## src/rtl/regfile_wb_ctrl.sv

```systemverilog
// Register-file write-port arbiter: merges in-order load responses and ALU results,
// tracking outstanding load destinations for RAW stalls and WAW blocking.
module regfile_wb_ctrl #(
  parameter int DATA_WIDTH = 32,
  parameter int LD_DEPTH   = 4
) (
  input  logic                  clk,
  input  logic                  reset,
  input  logic                  alu_valid,
  input  logic [4:0]            alu_rd,
  input  logic [DATA_WIDTH-1:0] alu_data,
  output logic                  alu_ready,
  input  logic                  ld_issue,
  input  logic [4:0]            ld_issue_rd,
  output logic                  ld_issue_ready,
  input  logic                  ld_resp_valid,
  input  logic [DATA_WIDTH-1:0] ld_resp_data,
  input  logic [4:0]            rs0,
  input  logic [4:0]            rs1,
  output logic                  hazard_stall,
  output logic                  wr_en,
  output logic [4:0]            wr_num,
  output logic [DATA_WIDTH-1:0] wr_data,
  output logic                  resp_err
);
  localparam int PW = $clog2(LD_DEPTH);

  logic [LD_DEPTH-1:0][4:0] r_q;
  logic [PW-1:0]            r_wp, r_rp;
  logic [PW:0]              r_cnt;
  logic                     r_wr_en, r_err;
  logic [4:0]               r_wr_num;
  logic [DATA_WIDTH-1:0]    r_wr_data;

  logic [LD_DEPTH-1:0]      w_vld;
  logic                     w_m_rs0, w_m_rs1, w_m_alu;
  logic                     w_push, w_pop, w_alu_acc;
  logic [4:0]               w_head;
  logic [PW-1:0]            w_off;

  // An entry is live when its distance from the head is below the count.
  always_comb begin
    w_vld   = '0;
    w_m_rs0 = 1'b0;
    w_m_rs1 = 1'b0;
    w_m_alu = 1'b0;
    w_off   = '0;
    for (int i = 0; i < LD_DEPTH; i++) begin
      w_off    = PW'(i) - r_rp;
      w_vld[i] = {1'b0, w_off} < r_cnt;
      if (w_vld[i] && r_q[i] == rs0)    w_m_rs0 = 1'b1;
      if (w_vld[i] && r_q[i] == rs1)    w_m_rs1 = 1'b1;
      if (w_vld[i] && r_q[i] == alu_rd) w_m_alu = 1'b1;
    end
  end

  assign w_head         = r_q[r_rp];
  assign w_pop          = ld_resp_valid && (r_cnt != '0);
  assign ld_issue_ready = r_cnt < (PW+1)'(LD_DEPTH);
  assign w_push         = ld_issue && ld_issue_ready;
  assign alu_ready      = !w_pop && !((alu_rd != 5'd0) && w_m_alu);
  assign w_alu_acc      = alu_valid && alu_ready;
  assign hazard_stall   = ((rs0 != 5'd0) && w_m_rs0) || ((rs1 != 5'd0) && w_m_rs1);

  always_ff @(posedge clk) begin
    if (reset) begin
      r_q       <= '0;
      r_wp      <= '0;
      r_rp      <= '0;
      r_cnt     <= '0;
      r_wr_en   <= 1'b0;
      r_wr_num  <= '0;
      r_wr_data <= '0;
      r_err     <= 1'b0;
    end else begin
      if (w_push) begin
        r_q[r_wp] <= ld_issue_rd;
        r_wp      <= r_wp + 1'b1;
      end
      if (w_pop) r_rp <= r_rp + 1'b1;
      r_cnt <= r_cnt + (PW+1)'(w_push) - (PW+1)'(w_pop);
      if (ld_resp_valid && r_cnt == '0) r_err <= 1'b1;

      // Load data has priority; rd 0 consumes the slot but writes nothing.
      r_wr_en <= 1'b0;
      if (w_pop) begin
        if (w_head != 5'd0) begin
          r_wr_en   <= 1'b1;
          r_wr_num  <= w_head;
          r_wr_data <= ld_resp_data;
        end
      end else if (w_alu_acc && alu_rd != 5'd0) begin
        r_wr_en   <= 1'b1;
        r_wr_num  <= alu_rd;
        r_wr_data <= alu_data;
      end
    end
  end

  assign wr_en    = r_wr_en;
  assign wr_num   = r_wr_num;
  assign wr_data  = r_wr_data;
  assign resp_err = r_err;
endmodule

```

## config.mk

```make
export PLATFORM = sky130hd
export DESIGN_NAME = regfile_wb_ctrl
export DESIGN_NICKNAME = d
export VERILOG_FILES = /design/src/rtl/regfile_wb_ctrl.sv
export SDC_FILE = /design/constraint.sdc
export NUM_CORES = 1
export LEC_CHECK = 0
export ABC_AREA = 1
export CORE_MARGIN = 5
export CORE_UTILIZATION = 30
export DETAILED_ROUTE_END_ITERATION = 12
export HOLD_SLACK_MARGIN = 0.06
export PLACE_DENSITY_LB_ADDON = 0.05
export SETUP_SLACK_MARGIN = 0.1
export SLEW_MARGIN = 20
export SYNTH_ARGS = -nofsm -noshare
export SYNTH_HDL_FRONTEND = slang
export SYNTH_SLANG_ARGS = --single-unit
```

## constraint.sdc

```tcl
create_clock -name clk -period 3.2 [get_ports clk]
set_clock_uncertainty 0.1 [all_clocks]
set_input_delay 0.96 -clock clk [delete_from_list [all_inputs] [get_ports clk]]
set_output_delay 0.96 -clock clk [all_outputs]
set_load 0.02 [all_outputs]
```

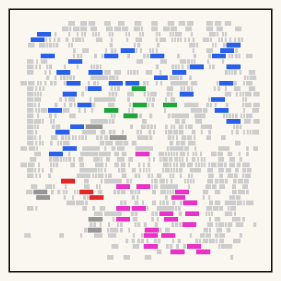
Figure 1: where the registers sit.
(2 px per um) Other sequential cells in the stronger gray, the rest of the logic in the fainter gray.
legend:
  blue:
    signal: `wr_data`
    placed_flops: 32
  green:
    signal: `wr_num`
    placed_flops: 5
  red:
    signal: `r_cnt`
    placed_flops: 3
  magenta:
    signal: `r_q`
    placed_flops: 20
    where: bottom center
not colored: 6

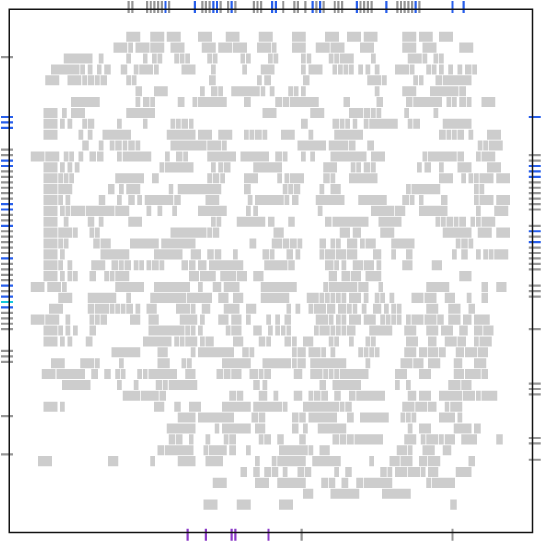
Figure 2: pin map.
(4 px per um) Pins as bars across the die edge, other pins in gray.
legend:
  purple:
    port: `ld_issue_rd`
    pins: 5
    direction: input
    edge: bottom
  blue:
    port: `wr_data`
    pins: 32
    direction: output
    edge: 14 top, 12 left, 6 right
  cyan:
    port: `wr_en`
    pins: 1
    direction: output
    edge: left

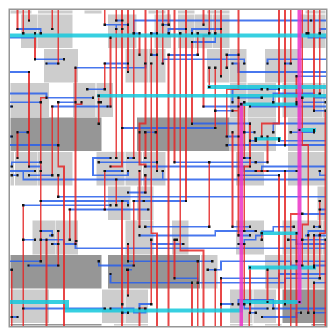
Figure 3: zoomed window.
Region (53, 27) to (78, 52) um. Cells in gray, sequential cells in the stronger gray; small squares are vias.
legend:
  cyan:
    layer: metal 3
  blue:
    layer: metal 1
  red:
    layer: metal 2
  magenta:
    layer: metal 4
sequential cells in the window: 4
netlist names of flops here include: `r_q` (4)
most frequent: o22ai_1 (7), o21ai_0 (7)
cells with their middle in the window: 47

==> impl_metrics.ini <==
; yosys + openroad results
[global_route]
grt_overflow = 0
grt_util_all_layers_pct = 17.16
busiest_layer = met2
grt_pass1_vias = 4622
grtUsageMet2_pct = 27.10
gr-usage-met1_pct = 22.45
gr-usage-met3_pct = 4.228

[pwr]
leakagePower_nw = 2.994
clkPwrFrac_pct = 19.6
top_power_group = combinational logic
powerSeq_mw = 1.32
power_mw = 5.198
peakVddDrop_uv = 325.0
comb-power_mw = 2.87
comb_power_share_pct = 55.1
clk-power_mw = 1.02

[critical_path]
crit_top_cell = nand2_4
rr_worst_depth = 19
critPathSlowestCell = dfxtp_4
r2r_slack_ns = 0.55
worstPathCellList = inv_4 > nand2_4 > nand2_4 > inv_4 > ha_4 > nand3_4 > nand2_4 > nor2_1 > nand2_1 > nand2_1 > nor2_2 > nor2_2 > nor2_1 > buf_4
crit_fanout = 4
critPathCapture = alu_ready
critPathBufInv = 3
crit_type = reg -> out
cp.depth = 14
worstReg2RegStart = r_rp[1]
worstPathArrival_ns = 2.06
cp_top_family = simple AND/OR/NAND/NOR gates

[layout]
diodes = 0
seq_share_pct = 20.42
n_all_inverters = 80
stdcell_count = 1028
nonClkBufAreaFrac_pct = 25.44
largest_reg_flops = 32
n_fill_cell = 1487
logic_gate_count = 504
area_growth_pct = 49.50
layout_top_cell = nand2_1
clockNetworkAreaShare_pct = 4.691
signal_buffers = 178

[final_timing]
fmax_mhz = 321.0
worst_slack_ns = 0.08482
slew_violations = 0
fin_hold_ws_ns = 0.3584
worstMarginPinSlew_ns = 0.6489
report.final.hold_viol_count = 0
period_needed_ns = 3.115
fin_setup_tns_ns = 0
rsz0062_at_grt = true

[worst_hold_path]
whs_endpoint = resp_err
min_from = resp_err
holdPathStages = 2
hold_class = reg -> reg

[floorplan]
chipArea_um2 = 17020
tap_cells = 184
fp_util_pct = 30.29
std_cell_rows = 44
die_w_um = 130.5

[route]
dr.pass1.iters = 6
wl_per_cell_um = 14.22
wl_met2_mm = 6.671
dr.max_layer_used = met4
wl_mm = 14.62
ant_nets = 0

[job]
warnings = 32
max-cap-violations = 0

[synth]
yosys.area.top_type = dfxtp_1
simple_gate_share_pct = 31.76
aoi_share_pct = 12.85
synthMostInstantiatedCell = nand2_1
ff_type = dfxtp_1
ys_seq_share_pct = 30.35
synthMuxAreaShare_pct = 0
topCellsByArea = dfxtp_1 30%, nand2_1 18%, a21oi_1 7.7%
netlist.area_leader.share_pct = 30.35
yosys-stat-cells = 696
yosys-stat-area_um2 = 4353
ys_sh_xor_pct = 9.457
top_logic_kind = simple AND/OR/NAND/NOR gates
ys_sh_adder_pct = 3.334
synth_warnings = 0
post_synth_inst_count = 696
syn_nets = 796
netlist_area_um2 = 4353

[placement]
hpwl_mm = 10.84
io_buffers = 130
place_area_um2 = 5984

[clock_network]
postCtsSetupBuffers = 4
cts_tree = yes
cts_resized = 89
ctsLongestPathBuffers = 2
cts_root_buffer = clkbuf_16
numCtsBuffers = 9
clkTransAtPathRegs_ns = 0.06
cts_num_sinks = 66
h-tree-depth = 3

[status]
status = complete, no violations
